File: src/rtl/cdb_pkg.sv
// Shared types and constants for the common-data-bus transmitter.
package cdb_pkg;

    localparam int CDB_TAG_W     = 4;
    localparam int CDB_ROB_PTR_W = 4;
    localparam int CDB_DATA_W    = 32;

    // Tag value meaning "no producer"; it must never appear on the bus.
    localparam int CDB_NULL_TAG  = 0;

    typedef struct packed {
        logic [CDB_TAG_W-1:0]     tag;
        logic [CDB_ROB_PTR_W-1:0] inst_id;
        logic [CDB_DATA_W-1:0]    wdata;
    } cdb_pkt_t;

endpackage

File: src/rtl/cdb_src_fifo.sv
// Per-source result FIFO with wrap-bit pointers; flush and reset empty it.
module cdb_src_fifo
    import cdb_pkg::*;
#(
    parameter int  Q_DEPTH = 2,
    parameter type pkt_t   = cdb_pkt_t
) (
    input  logic clk,
    input  logic rst,
    input  logic flush,
    input  logic push,
    input  logic pop,
    input  pkt_t wr_pkt,
    output logic full,
    output logic empty,
    output pkt_t head
);

    localparam int PTR_W = $clog2(Q_DEPTH);

    logic [PTR_W:0] wr_ptr;
    logic [PTR_W:0] rd_ptr;
    pkt_t           mem [Q_DEPTH];

    assign full  = (wr_ptr[PTR_W] != rd_ptr[PTR_W]) &&
                   (wr_ptr[PTR_W-1:0] == rd_ptr[PTR_W-1:0]);
    assign empty = (wr_ptr == rd_ptr);
    assign head  = mem[rd_ptr[PTR_W-1:0]];

    // Storage carries no reset; only the pointers define what is valid.
    always_ff @(posedge clk) begin
        if (push) begin
            mem[wr_ptr[PTR_W-1:0]] <= wr_pkt;
        end
    end

    always_ff @(posedge clk) begin
        if (rst || flush) begin
            wr_ptr <= '0;
            rd_ptr <= '0;
        end else begin
            if (push) begin
                wr_ptr <= wr_ptr + (PTR_W+1)'(1);
            end
            if (pop) begin
                rd_ptr <= rd_ptr + (PTR_W+1)'(1);
            end
        end
    end

`ifndef SYNTHESIS
    always_ff @(posedge clk) begin
        if (!rst) begin
            assert (!(push && full)) else $error("cdb_src_fifo: push into full FIFO");
        end
    end
`endif

endmodule

File: src/rtl/cdb_arb.sv
// CDB transmitter: per-source FIFOs, round-robin pick of one head per cycle, registered broadcast.
module cdb_arb
    import cdb_pkg::*;
#(
    parameter int N_SRC     = 4,
    parameter int TAG_W     = 4,
    parameter int ROB_DEPTH = 16,
    parameter int ROB_PTR_W = $clog2(ROB_DEPTH),
    parameter int DATA_W    = 32,
    parameter int Q_DEPTH   = 2,
    parameter int SRC_W     = (N_SRC > 1) ? $clog2(N_SRC) : 1
) (
    input  logic                       clk,
    input  logic                       rst,
    input  logic                       flush,
    input  logic [N_SRC-1:0]           src_req,
    output logic [N_SRC-1:0]           src_rdy,
    input  logic [N_SRC*TAG_W-1:0]     src_tag,
    input  logic [N_SRC*ROB_PTR_W-1:0] src_inst_id,
    input  logic [N_SRC*DATA_W-1:0]    src_wdata,
    output logic                       cdb_wr,
    output logic [TAG_W-1:0]           cdb_tag,
    output logic [ROB_PTR_W-1:0]       cdb_inst_id,
    output logic [DATA_W-1:0]          cdb_wdata
);

    typedef struct packed {
        logic [TAG_W-1:0]     tag;
        logic [ROB_PTR_W-1:0] inst_id;
        logic [DATA_W-1:0]    wdata;
    } pkt_t;

    pkt_t             in_pkt [N_SRC];
    pkt_t             head   [N_SRC];
    logic [N_SRC-1:0] full;
    logic [N_SRC-1:0] empty;
    logic [N_SRC-1:0] push;
    logic [N_SRC-1:0] pop;
    logic [SRC_W-1:0] rr_ptr;
    logic [SRC_W-1:0] winner;
    logic [SRC_W-1:0] rr_next;
    logic             found;
    pkt_t             win_pkt;

    // Ready is purely the FIFO's full flag, so req never feeds rdy combinationally.
    assign src_rdy = ~full;

    for (genvar s = 0; s < N_SRC; s++) begin : g_src
        assign in_pkt[s] = {src_tag[s*TAG_W +: TAG_W],
                            src_inst_id[s*ROB_PTR_W +: ROB_PTR_W],
                            src_wdata[s*DATA_W +: DATA_W]};
        assign push[s]   = src_req[s] & ~full[s];
        assign pop[s]    = found && (winner == SRC_W'(s));

        cdb_src_fifo #(
            .Q_DEPTH (Q_DEPTH),
            .pkt_t   (pkt_t)
        ) u_fifo (
            .clk    (clk),
            .rst    (rst),
            .flush  (flush),
            .push   (push[s]),
            .pop    (pop[s]),
            .wr_pkt (in_pkt[s]),
            .full   (full[s]),
            .empty  (empty[s]),
            .head   (head[s])
        );
    end

    // Round-robin search from rr_ptr, wrapping explicitly at N_SRC.
    always_comb begin
        int               idx;
        logic [SRC_W-1:0] cand;
        found  = 1'b0;
        winner = '0;
        idx    = 0;
        cand   = '0;
        for (int i = 0; i < N_SRC; i++) begin
            idx = int'(rr_ptr) + i;
            if (idx >= N_SRC) begin
                idx = idx - N_SRC;
            end
            cand = SRC_W'(idx);
            if (!found && !empty[cand]) begin
                found  = 1'b1;
                winner = cand;
            end
        end
    end

    assign win_pkt = head[winner];
    assign rr_next = (winner == SRC_W'(N_SRC - 1)) ? '0 : winner + 1'b1;

    always_ff @(posedge clk) begin
        if (rst || flush) begin
            rr_ptr      <= '0;
            cdb_wr      <= 1'b0;
            cdb_tag     <= '0;
            cdb_inst_id <= '0;
            cdb_wdata   <= '0;
        end else if (found) begin
            rr_ptr      <= rr_next;
            cdb_wr      <= 1'b1;
            cdb_tag     <= win_pkt.tag;
            cdb_inst_id <= win_pkt.inst_id;
            cdb_wdata   <= win_pkt.wdata;
        end else begin
            cdb_wr      <= 1'b0;
            cdb_tag     <= '0;
            cdb_inst_id <= '0;
            cdb_wdata   <= '0;
        end
    end

`ifndef SYNTHESIS
    always_ff @(posedge clk) begin
        if (!rst) begin
            for (int s = 0; s < N_SRC; s++) begin
                assert (!(src_req[s] && src_tag[s*TAG_W +: TAG_W] == TAG_W'(CDB_NULL_TAG)))
                    else $error("cdb_arb: request with null tag on source %0d", s);
            end
            assert (!(cdb_wr && cdb_tag == TAG_W'(CDB_NULL_TAG)))
                else $error("cdb_arb: broadcast with null tag");
        end
    end
`endif

endmodule

File: config.mk
export PLATFORM = sky130hd
export DESIGN_NAME = cdb_arb
export DESIGN_NICKNAME = d
export VERILOG_FILES = /design/src/rtl/cdb_pkg.sv /design/src/rtl/cdb_src_fifo.sv /design/src/rtl/cdb_arb.sv
export SDC_FILE = /design/constraint.sdc
export NUM_CORES = 1
export LEC_CHECK = 0
export ABC_AREA = 1
export CORE_MARGIN = 5
export CORE_UTILIZATION = 30
export DETAILED_ROUTE_END_ITERATION = 8
export SLEW_MARGIN = 20
export SYNTH_ARGS = -nofsm -noshare
export SYNTH_HDL_FRONTEND = slang
export SYNTH_SLANG_ARGS = --single-unit
File: constraint.sdc
create_clock -name clk -period 3.7 [get_ports clk]
set_input_delay 0.74 -clock clk [delete_from_list [all_inputs] [get_ports clk]]
set_output_delay 0.74 -clock clk [all_outputs]
set_load 0.05 [all_outputs]
==> results_tabular.tex, run 1 <==
% Auto-generated results table
\begin{tabular}{lr}
\hline
Metric & Value \\
\hline
\multicolumn{2}{l}{\textbf{Outcome}} \\
Status & complete, no violations \\
\multicolumn{2}{l}{\textbf{Drt}} \\
Final Routed Wirelength & 41500 microns \\
First-pass DRT Iterations & 5 \\
Highest routed metal layer & met5 \\
Via count & 9589 \\
Vias per inst & 4.65 \\
Total length of routed met2 wires & 20100 microns \\
Routed wire per std cell & 20.2 microns \\
Met3 wirelength from detailed routing & 2990 microns \\
Met1 WL & 17600 microns \\
\multicolumn{2}{l}{\textbf{Synthesis}} \\
Post-synth top cells & edfxtp\_1, nand2\_1, mux2\_2 \\
Share of synthesized area occupied by flip-flops and latches & 71.1\% \\
Ao+oa area frac & 2.35\% \\
Nets in the synthesized netlist & 1304 \\
Post-synthesis register bit count & 383 \\
Number of flops mapped to enable cells by yosys & about 320 \\
Leading area contributor after synthesis & edfxtp\_1 \\
Most numerous cell in the Yosys netlist & edfxtp\_1 \\
Biggest area cells & edfxtp\_1, mux2\_2, dfxtp\_1, nand2\_1, nand3\_1 \\
Yosys chip area & 15300 sq um \\
Count of cell types in the netlist & 28 \\
Multiplexer share of the synthesized area & 11.8\% \\
Largest logic family & simple AND/OR/NAND/NOR gates \\
Synth Warn \# & 0 \\
Average cell area after synthesis & 13.4 sq um \\
\multicolumn{2}{l}{\textbf{Placed design}} \\
Number of placed cells counting well taps & 1983 \\
Half-perimeter wire length after placement & 28800 microns \\
Cell area after placement & 18300 sq um \\
\multicolumn{2}{l}{\textbf{CTS}} \\
Quantity of hold-fixing buffers added after cts & 0 \\
Clock tree buffer depth & 3 \\
TritonCTS Sinks & 383 \\
Post\_cts resized & 0 \\
CTS Buf Count & 42 \\
Reg clk slew, reported paths & 0.06 ns \\
\multicolumn{2}{l}{\textbf{Worst setup path}} \\
Capture point of the worst reg-to-reg path & cdb\_wdata[4]\$\_SDFF\_PP0\_ \\
Startpoint of the worst setup timing path & g\_src[1].u\_fifo.wr\_ptr[0]\$\_SDFFE\_PP0P\_ \\
Cells traversed along the worst timing path & inv\_1 -> nand2\_1 -> nand2\_1 -> nand3\_1 -> clkdlybuf4s50\_1 \\
Max FO, Critical Path & 3 \\
CP top delay family & buffers and inverters \\
Worst-path cell with the longest stage delay & clkdlybuf4s50\_1 \\
Arrival @ worst endpoint & 2.29 ns \\
Required time of the critical path & 2.96 ns \\
Count of buffer and inverter cells on the critical path & 2 \\
Cell type with the highest occurrence count on the critical path & nand2\_1 \\
\multicolumn{2}{l}{\textbf{Final layout}} \\
Commonest cells after routing, fill and taps aside & edfxtp\_1, nand2\_1, clkdlybuf4s50\_1, mux2\_2, nand3\_1 \\
Share of final-layout standard cells stronger than drive strength 1 & 20.6\% \\
Commonest non-fill, non-tap cell in the layout & edfxtp\_1 \\
Synthesis-to-layout area growth & 28.6\% \\
Count of non-filler cells in the finished layout & around 2000 \\
Total number of nets in the final design & 1522 \\
\multicolumn{2}{l}{\textbf{Global routing}} \\
GR Overflow Total & 0 \\
Met3 global-route usage & 3.63\% \\
Met2 capacity usage during global routing & 24.6\% \\
Via count of the first global-routing pass & $\sim$10000 \\
\multicolumn{2}{l}{\textbf{Min path}} \\
Critical hold path startpoint & g\_src[0].u\_fifo.wr\_ptr[1]\$\_SDFFE\_PP0P\_ \\
Depth of the worst hold-timing path & 2 \\
Worst Hold Endpoint & g\_src[0].u\_fifo.wr\_ptr[1]\$\_SDFFE\_PP0P\_ \\
\multicolumn{2}{l}{\textbf{Pwr}} \\
Power Total & 0.0165 W \\
Lkg Pwr & 7.03 nW \\
\multicolumn{2}{l}{\textbf{Timing}} \\
Maximum clock frequency & 330 MHz \\
RSZ-0062 raised after global routing & no \\
Slew Limit Fails & 0 \\
Setup slack of the critical path after layout & 0.671 ns \\
Final setup violating endpoints & 0 \\
Clock period minus final worst setup slack & 3.03 ns \\
Total negative setup slack & 0 ns \\
\multicolumn{2}{l}{\textbf{Die}} \\
Pre-placement core utilization & a little under a third \\
Num ports & about 210 \\
\multicolumn{2}{l}{\textbf{Run}} \\
Total tool warning count & 26 \\
\hline
\end{tabular}
==> run 1: sequential cells by signal, indices dropped and copies added (netlist names), named ones only <==
signal / cells
cdb_wdata: 32
cdb_tag: 4
cdb_inst_id: 4
g_src.u_fifo.wr_ptr: 8
cdb_wr: 1
rr_ptr: 2
g_src.u_fifo.mem: 320
g_src.u_fifo.rd_ptr: 8
==> run 1: power breakdown <==
part	switching (W)	internal (W)
Combinational	0.00450	0.00218
Sequential	0.000436	0.00514
Clock	0.00170	0.00254
Total	0.00664	0.00987
==> run 1: area by class of cell <==
type | count | area (sq um)
fillers | 4760 | 30600
flip-flops and latches | 383 | 10900
multi-input cells | 666 | 4090
repair buffers | 231 | 2320
clock buffers | 56 | 1180
well taps | 672 | 841
clock inverters | 21 | 225
inverters | 31 | 116
diodes | 1 | 2.50
**Run 1: supply network**

The bar under the picture is 50 microns long. Pins as bars on the die edge.
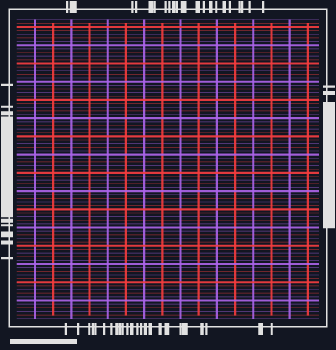
- VDD: red
- VSS: purple
- met1 rails: 83
- signal pins: 212
- rows: 82
- met4 straps: 16
- met5 straps: 16
horizontal die dimension: 236 microns
Max rail drop VDD: 0.865 mV
core region area: 50300 sq um
Die Y: 236 microns

**Run 1: cells colored by class**

Fill, decap, tap and diode cells in gray.
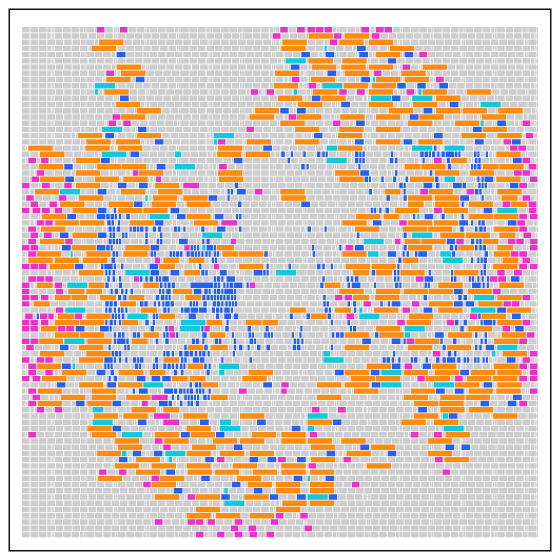
- flip-flops: orange (cells 383)
- all other logic: blue (cells 697)
- other buffers and delay cells: magenta (cells 231)
- clock drivers and dummy loads: cyan (cells 77)
post-route design area: 19700 sq um
number of rows in the core area: 82
fraction of standard cell area that is sequential: 55.3%

**Run 1: clock wires, drivers and flops**

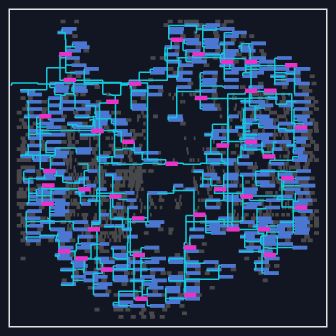
- flip-flops: blue (count 383)
- cells driving clock nets: magenta (count 42)
- clock wires: cyan (length 4920 microns)
- flops lie: spread over the die
Worst Clk Skew: 0.00825 ns
clock share of power: 25.7%
Power Clock: 0.00424 W
insertion delay of the later-clocked pin in the worst-skew pair: 0.55 ns

==> inputs of run 2 (changes only) <==
==> constraint.sdc (replaced) <==
create_clock -name clk -period 2.5 [get_ports clk]
set_input_delay 0.5 -clock clk [delete_from_list [all_inputs] [get_ports clk]]
set_output_delay 0.5 -clock clk [all_outputs]
set_load 0.05 [all_outputs]
**Run 2: routed metal, one color a layer**

The bar under the picture is 50 microns long. Two of the layers only.
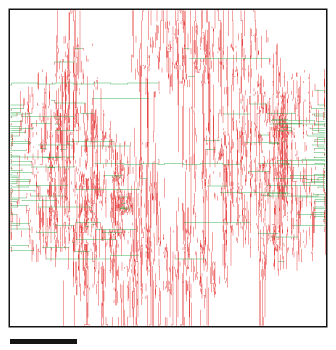
- met3: green (wire length 2620 microns)
- met2: red (wire length 20.7 mm)
Final Routed Wirelength: 42300 microns
Routed wire per std cell: 20.4 microns
via count: 9614
GRT Overall Usage: 14.9%

**Run 2: cells colored by class**

Fill, decap, tap and diode cells in gray.
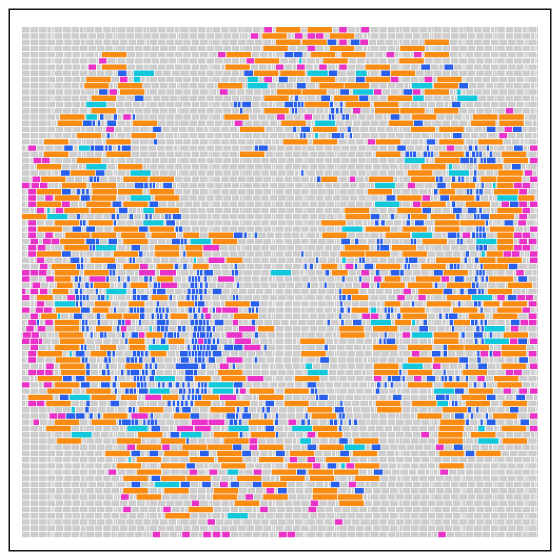
- other buffers and delay cells: magenta (cells 242)
- all other logic: blue (cells 697)
- flip-flops: orange (cells 383)
- clock drivers and dummy loads: cyan (cells 79)
post-route design area: 20000 sq um
share of the core filled with cells: 39.8%
fraction of standard cell area that is sequential: 54.4%

==> run 2 against run 1 <==
Clock power grew 53%. Global-route usage rose by 0.36 points. Via count rose by 0.26%. Core utilization increased by 0.67 points. Critical endpoint is now src_rdy[2]. Hold slack improved by 0.015 ns. Largest cell class unchanged. Sequential share of layout area fell by 0.93 points.
==> results_tabular.tex, run 2 <==
% Auto-generated results table
\begin{tabular}{lr}
\hline
Metric & Value \\
\hline
\multicolumn{2}{l}{\textbf{Pwr}} \\
Fraction of power consumed by combinational cells & 43.8\% (+3.3 points) \\
Max rail drop VDD & 1.43 mV (+66\%) \\
Lkg Pwr & 7.19 nW (+2.2\%) \\
Group drawing the most power & combinational logic \\
Power Total & 0.0257 W (+56\%) \\
Seq power & 0.00793 W (+42\%) \\
\multicolumn{2}{l}{\textbf{Final layout}} \\
Number of filler instances in the final layout & 4725 (-0.74\%) \\
Share of final-layout standard cells stronger than drive strength 1 & 21.6\% (+0.95 points) \\
Count of non-filler cells in the finished layout & 2073 (+0.58\%) \\
Commonest cells after routing, fill and taps aside & edfxtp\_1, nand2\_1, clkdlybuf4s50\_1, mux2\_2, nand3\_1 \\
Commonest non-fill, non-tap cell in the layout & edfxtp\_1 \\
Synthesis-to-layout area growth & 30.8\% \\
Total number of nets in the final design & 1534 (+0.79\%) \\
Flip-flop count of the largest register, all copies and words added & 320 (unchanged) \\
\multicolumn{2}{l}{\textbf{Drt}} \\
Met1 WL & 18300 microns (+4.0\%) \\
Vias per inst & 4.64 (-0.32\%) \\
Highest routed metal layer & met4 \\
\multicolumn{2}{l}{\textbf{Synthesis}} \\
Most numerous cell in the Yosys netlist & edfxtp\_1 \\
Share of synthesized area occupied by flip-flops and latches & 71.1\% (unchanged) \\
Biggest area cells & edfxtp\_1, mux2\_2, dfxtp\_1, nand2\_1, nand3\_1 \\
Average cell area after synthesis & 13.4 sq um (unchanged) \\
Post-synth top cells & edfxtp\_1, nand2\_1, mux2\_2 \\
Count of cell types in the netlist & 28 (unchanged) \\
Largest logic family & simple AND/OR/NAND/NOR gates \\
\multicolumn{2}{l}{\textbf{Worst setup path}} \\
Max FO, Critical Path & 3 (unchanged) \\
Worst-path cell with the longest stage delay & clkdlybuf4s15\_1 \\
Capture point of the worst reg-to-reg path & cdb\_wdata[10]\$\_SDFF\_PP0\_ \\
Count of buffer and inverter cells on the critical path & 2 (unchanged) \\
Required time of the critical path & 2.00 ns (-0.96 ns) \\
Arrival @ worst endpoint & 1.91 ns (-0.38 ns) \\
\multicolumn{2}{l}{\textbf{CTS}} \\
CTS Buf Count & 43 (+2.4\%) \\
TritonCTS Sinks & 383 (unchanged) \\
Quantity of hold-fixing buffers added after cts & 0 (unchanged) \\
Clock tree buffer depth & 3 (unchanged) \\
\multicolumn{2}{l}{\textbf{Global routing}} \\
GR Overflow Total & 0 (unchanged) \\
Via count of the first global-routing pass & 10200 (+1.6\%) \\
Met3 global-route usage & 3.13\% (-0.50 points) \\
\multicolumn{2}{l}{\textbf{Placed design}} \\
Number of placed cells counting well taps & 1994 (+0.55\%) \\
\multicolumn{2}{l}{\textbf{Die}} \\
Number of rows in the core area & 82 (unchanged) \\
Horizontal die dimension & 236 microns (unchanged) \\
Core region area & 50300 sq um (unchanged) \\
Die Y & 236 microns (unchanged) \\
\multicolumn{2}{l}{\textbf{Timing}} \\
Clock period minus final worst setup slack & between 2 and 2.5 ns \\
Maximum clock frequency & 416 MHz \\
Slew Limit Fails & 0 (unchanged) \\
\multicolumn{2}{l}{\textbf{Min path}} \\
Worst Hold Endpoint & g\_src[0].u\_fifo.wr\_ptr[1]\$\_SDFFE\_PP0P\_ \\
Depth of the worst hold-timing path & 2 (unchanged) \\
\multicolumn{2}{l}{\textbf{Outcome}} \\
Status & complete, no violations \\
\hline
\end{tabular}
**Run 2: clock wires, drivers and flops**

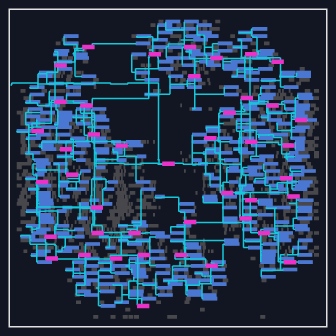
- clock wires: cyan (length 5040 microns)
- cells driving clock nets: magenta (count 43)
- flip-flops: blue (count 383)
- flops lie: spread over the die
- routed clock nets: 44
insertion delay of the later-clocked pin in the worst-skew pair: 0.56 ns
clock share of power: 25.3%
Worst Clk Skew: 0.0208 ns

## run 2: cell counts after synthesis
Identical to the previous run, type by type.
## run 2: cells by family after synthesis
logic type / Yosys count
and+or+nand+nor: 433
xor gates and xnor gates: 4
buffers and inverters: 88
DFF: 383
muxes: 160
AOI/OAI and AO/OA: 69
## run 2: final cells by class
class	instances	area, sq um	area share, %
Sequential cell	383	10900	54.4
Clock inverter	18	201	1.01
Timing Repair Buffer	242	2600	13.0
Inverter	31	116	0.582
Tap cell	672	841	4.20
Clock buffer	61	1280	6.38
Multi-Input combinational cell	666	4090	20.5
## run 2: metrics by stage
step	utilization (%)	setup slack, ns
floorplan	-	0.0622
global placement	36.9	0.267
detailed placement	36.9	0.174
CTS	39.8	0.00255
global route	39.8	0.00477
finish	39.8	0.0944
**Run 2: supply network**

The bar under the picture is 50 microns long. Pins as bars on the die edge.
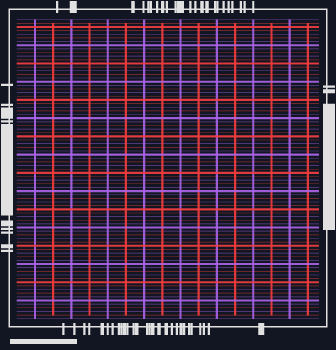

==> inputs of run 3 (changes only) <==
--- a/config.mk
+++ b/config.mk
@@ -6,9 +6,13 @@
 export NUM_CORES = 1
 export LEC_CHECK = 0
 export ABC_AREA = 1
+export CELL_PAD_IN_SITES_DETAIL_PLACEMENT = 0
+export CELL_PAD_IN_SITES_GLOBAL_PLACEMENT = 1
 export CORE_MARGIN = 5
 export CORE_UTILIZATION = 30
 export DETAILED_ROUTE_END_ITERATION = 8
+export HOLD_SLACK_MARGIN = 0.06
+export PLACE_DENSITY_LB_ADDON = 0.1
 export SLEW_MARGIN = 20
 export SYNTH_ARGS = -nofsm -noshare
 export SYNTH_HDL_FRONTEND = slang
**Run 3: supply network**

The bar under the picture is 50 microns long. Pins as bars on the die edge.
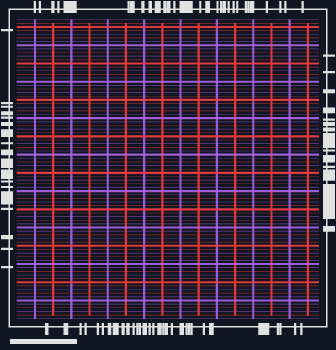
- VDD: red
- VSS: purple
- met4 straps: 16
- met5 straps: 16
- signal pins: 212
- met1 rails: 83
Max rail drop VDD: 1.16 mV

**Run 3: clock nets**

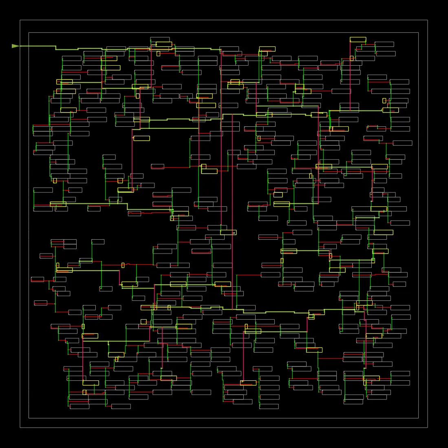
TritonCTS Sinks: 383
count of sequential standard cells: 383
clock buffer instance count of the final layout: 57
CTS Buf Count: 44
Worst Clk Skew: 0.0267 ns

==> run 3 against run 2 <==
Sequential power is essentially flat. Largest cell class unchanged. Critical endpoint is now src_rdy[0]. First-iteration DRC count shrank 26%. Clock-buffer cell count shrank 4. Clock power shrank 3%. Non-clock buffer count grew 9. Critical path depth is the same. Sequential cell count is the same. Area after synthesis is the same. Cell area grew 0.38%. Total power grew 1.9%.
==> results_tabular.tex, run 3 <==
% Auto-generated results table
\begin{tabular}{lr}
\hline
Metric & Value \\
\hline
\multicolumn{2}{l}{\textbf{Final layout}} \\
Number of multi-input combinational cells & 666 (unchanged) \\
Signal inverters & 31 (unchanged) \\
Share of final-layout standard cells stronger than drive strength 1 & 21.8\% (+0.23 points) \\
Combinational cell area excluding buffers and inverters & 4100 sq um (+0.28\%) \\
Total number of nets in the final design & 1544 (+0.65\%) \\
Logic gate fraction of the total cell area & 20.4\% (-0.022 points) \\
Commonest cells after routing, fill and taps aside & edfxtp\_1, nand2\_1, clkdlybuf4s50\_1, mux2\_2, nand3\_1 \\
Reg area & 10900 sq um (about the same) \\
Synthesis-to-layout area growth & 31.3\% \\
Number of filler instances in the final layout & 4801 (+1.6\%) \\
Clock-cell share & 7.09\% (-0.30 points) \\
Non-clock buffer share of cell area & 13.5\% (+0.55 points) \\
Flip-flop count of the largest register, all copies and words added & 320 (unchanged) \\
Dominant class by area & sequential cells \\
Share of the core filled with cells & 39.9\% (+0.15 points) \\
Count of non-filler cells in the finished layout & 2081 (+0.39\%) \\
Antenna diode count & 0 \\
Count of plain and timing-repair buffers in the layout & 251 (+3.7\%) \\
Commonest non-fill, non-tap cell in the layout & edfxtp\_1 \\
\multicolumn{2}{l}{\textbf{Min path}} \\
Min-Delay Path Class & reg2reg \\
Depth of the worst hold-timing path & 2 (unchanged) \\
Critical hold path startpoint & g\_src[2].u\_fifo.wr\_ptr[1]\$\_SDFFE\_PP0P\_ \\
Worst Hold Endpoint & g\_src[2].u\_fifo.wr\_ptr[1]\$\_SDFFE\_PP0P\_ \\
\multicolumn{2}{l}{\textbf{Worst setup path}} \\
Arrival @ worst endpoint & 1.87 ns (-0.04 ns) \\
Capture point of the worst reg-to-reg path & g\_src[1].u\_fifo.rd\_ptr[1]\$\_SDFFE\_PP0P\_ \\
Cell type with the highest occurrence count on the critical path & nand2\_1 \\
Required time of the critical path & 2.00 ns (about the same) \\
Count of buffer and inverter cells on the critical path & 2 (unchanged) \\
Startpoint of the worst setup timing path & g\_src[0].u\_fifo.wr\_ptr[0]\$\_SDFFE\_PP0P\_ \\
Max FO, Critical Path & 3 (unchanged) \\
Startpoint type of the worst setup path & flop \\
Worst-path cell with the longest stage delay & clkdlybuf4s15\_1 \\
\multicolumn{2}{l}{\textbf{Global routing}} \\
Wire length of the first global-routing pass & 65200 microns \\
Via count of the first global-routing pass & 10100 (-1.1\%) \\
Largest net degree at the start of global routing & 43 \\
GRT Overall Usage & 15.6\% (+0.73 points) \\
GR Overflow Total & 0 (unchanged) \\
\multicolumn{2}{l}{\textbf{Placed design}} \\
Routability cong. & between 0.8 and 0.9 \\
Half-perimeter wire length after placement & 30500 microns \\
Minimum setup slack after placement & 0.192 ns (+0.0183 ns) \\
Number of placed cells counting well taps & 2002 (+0.40\%) \\
\multicolumn{2}{l}{\textbf{Synthesis}} \\
Biggest area cells & edfxtp\_1, mux2\_2, dfxtp\_1, nand2\_1, nand3\_1 \\
Most numerous cell in the Yosys netlist & edfxtp\_1 \\
Post-synth top cells & edfxtp\_1, nand2\_1, mux2\_2 \\
Largest logic family & simple AND/OR/NAND/NOR gates \\
Count of cell types in the netlist & 28 (unchanged) \\
Average cell area after synthesis & 13.4 sq um (unchanged) \\
Share of synthesized area occupied by flip-flops and latches & 71.1\% (unchanged) \\
\multicolumn{2}{l}{\textbf{CTS}} \\
Post-CTS setup buffers & 0 \\
Clock tree buffer depth & 3 (unchanged) \\
Quantity of hold-fixing buffers added after cts & 0 (unchanged) \\
Reg clk slew, reported paths & roughly 0.06 ns \\
Insertion delay of the later-clocked pin in the worst-skew pair & 0.57 ns (about the same) \\
\multicolumn{2}{l}{\textbf{Die}} \\
Horizontal die dimension & 236 microns (unchanged) \\
Die Y & 236 microns (unchanged) \\
Die area & between 50000 and 60000 sq um \\
Number of rows in the core area & 82 (unchanged) \\
Count of inserted tapcells & 672 (unchanged) \\
Core region area & 50300 sq um (unchanged) \\
\multicolumn{2}{l}{\textbf{Drt}} \\
Routed wire per std cell & 21.4 microns (+5.0\%) \\
Post-route ant nets & 0 \\
Vias per inst & 4.58 (-1.2\%) \\
Via count & 9534 (-0.83\%) \\
Remaining DRCs & 0 \\
Final Routed Wirelength & 44500 microns (+5.4\%) \\
\multicolumn{2}{l}{\textbf{Pwr}} \\
PwrDens & around 1300 nW/um\^{}2 \\
Power Total & 0.0261 W (+1.9\%) \\
Lkg Pwr & 7.23 nW (+0.48\%) \\
\multicolumn{2}{l}{\textbf{Timing}} \\
Final hold violation count & 0 \\
Setup slack of the critical path after layout & 0.127 ns (+0.0324 ns) \\
Maximum clock frequency & 421 MHz (+1.4\%) \\
Clock period minus final worst setup slack & 2.37 ns (-0.0324 ns) \\
Slew Limit Fails & 0 (unchanged) \\
Final setup violating endpoints & 0 \\
\multicolumn{2}{l}{\textbf{Run}} \\
Total tool warning count & 26 \\
\multicolumn{2}{l}{\textbf{Outcome}} \\
Status & complete, no violations \\
\hline
\end{tabular}
**Run 3: cells colored by class**

Fill, decap, tap and diode cells in gray.
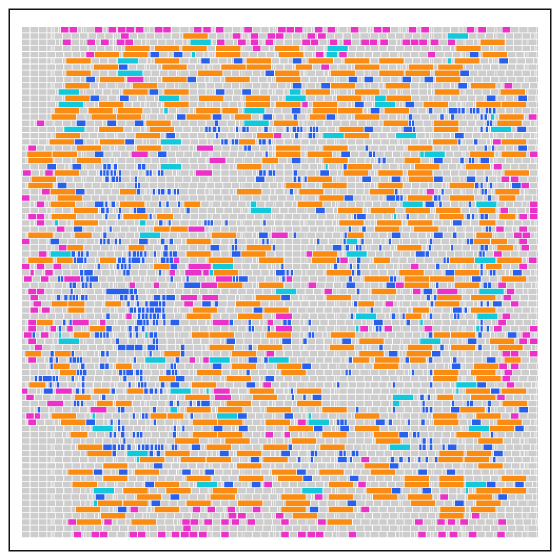
- clock drivers and dummy loads: cyan (cells 78)
- other buffers and delay cells: magenta (cells 251)
- all other logic: blue (cells 697)
- flip-flops: orange (cells 383)
fraction of standard cell area that is sequential: 54.2%
post-route design area: 20100 sq um

[run 3: power by group]
part           internal (W)  switching, W  total, W
sequential          0.00761      0.000332   0.00794
combinational       0.00413       0.00774    0.0119
clock               0.00382       0.00251   0.00633
total                0.0156        0.0106    0.0261
[run 3: routing by layer]
| layer | vias to the layer above | global-route usage, % | part of all wire [%] |
|---|---|---|---|
| met1 | 4730 | 19.4 | 43 |
| met3 | 62 | 3.39 | 4.0 |
| met5 | - | 0 | 0 |
| met4 | 0 | 4.31 | 2.4 |
| li1 | 4535 | - | - |
| met2 | 207 | 27.6 | 51 |
[run 3: what timing repair did]
action / 4_1_cts / 5_1_grt
setup endpoints to repair: 2 / 5
gates resized: 2 / 7
cloned: 0 / 1
endpoints found under the hold margin: 0 / 0
Power is estimated from default activity; no workload was simulated.
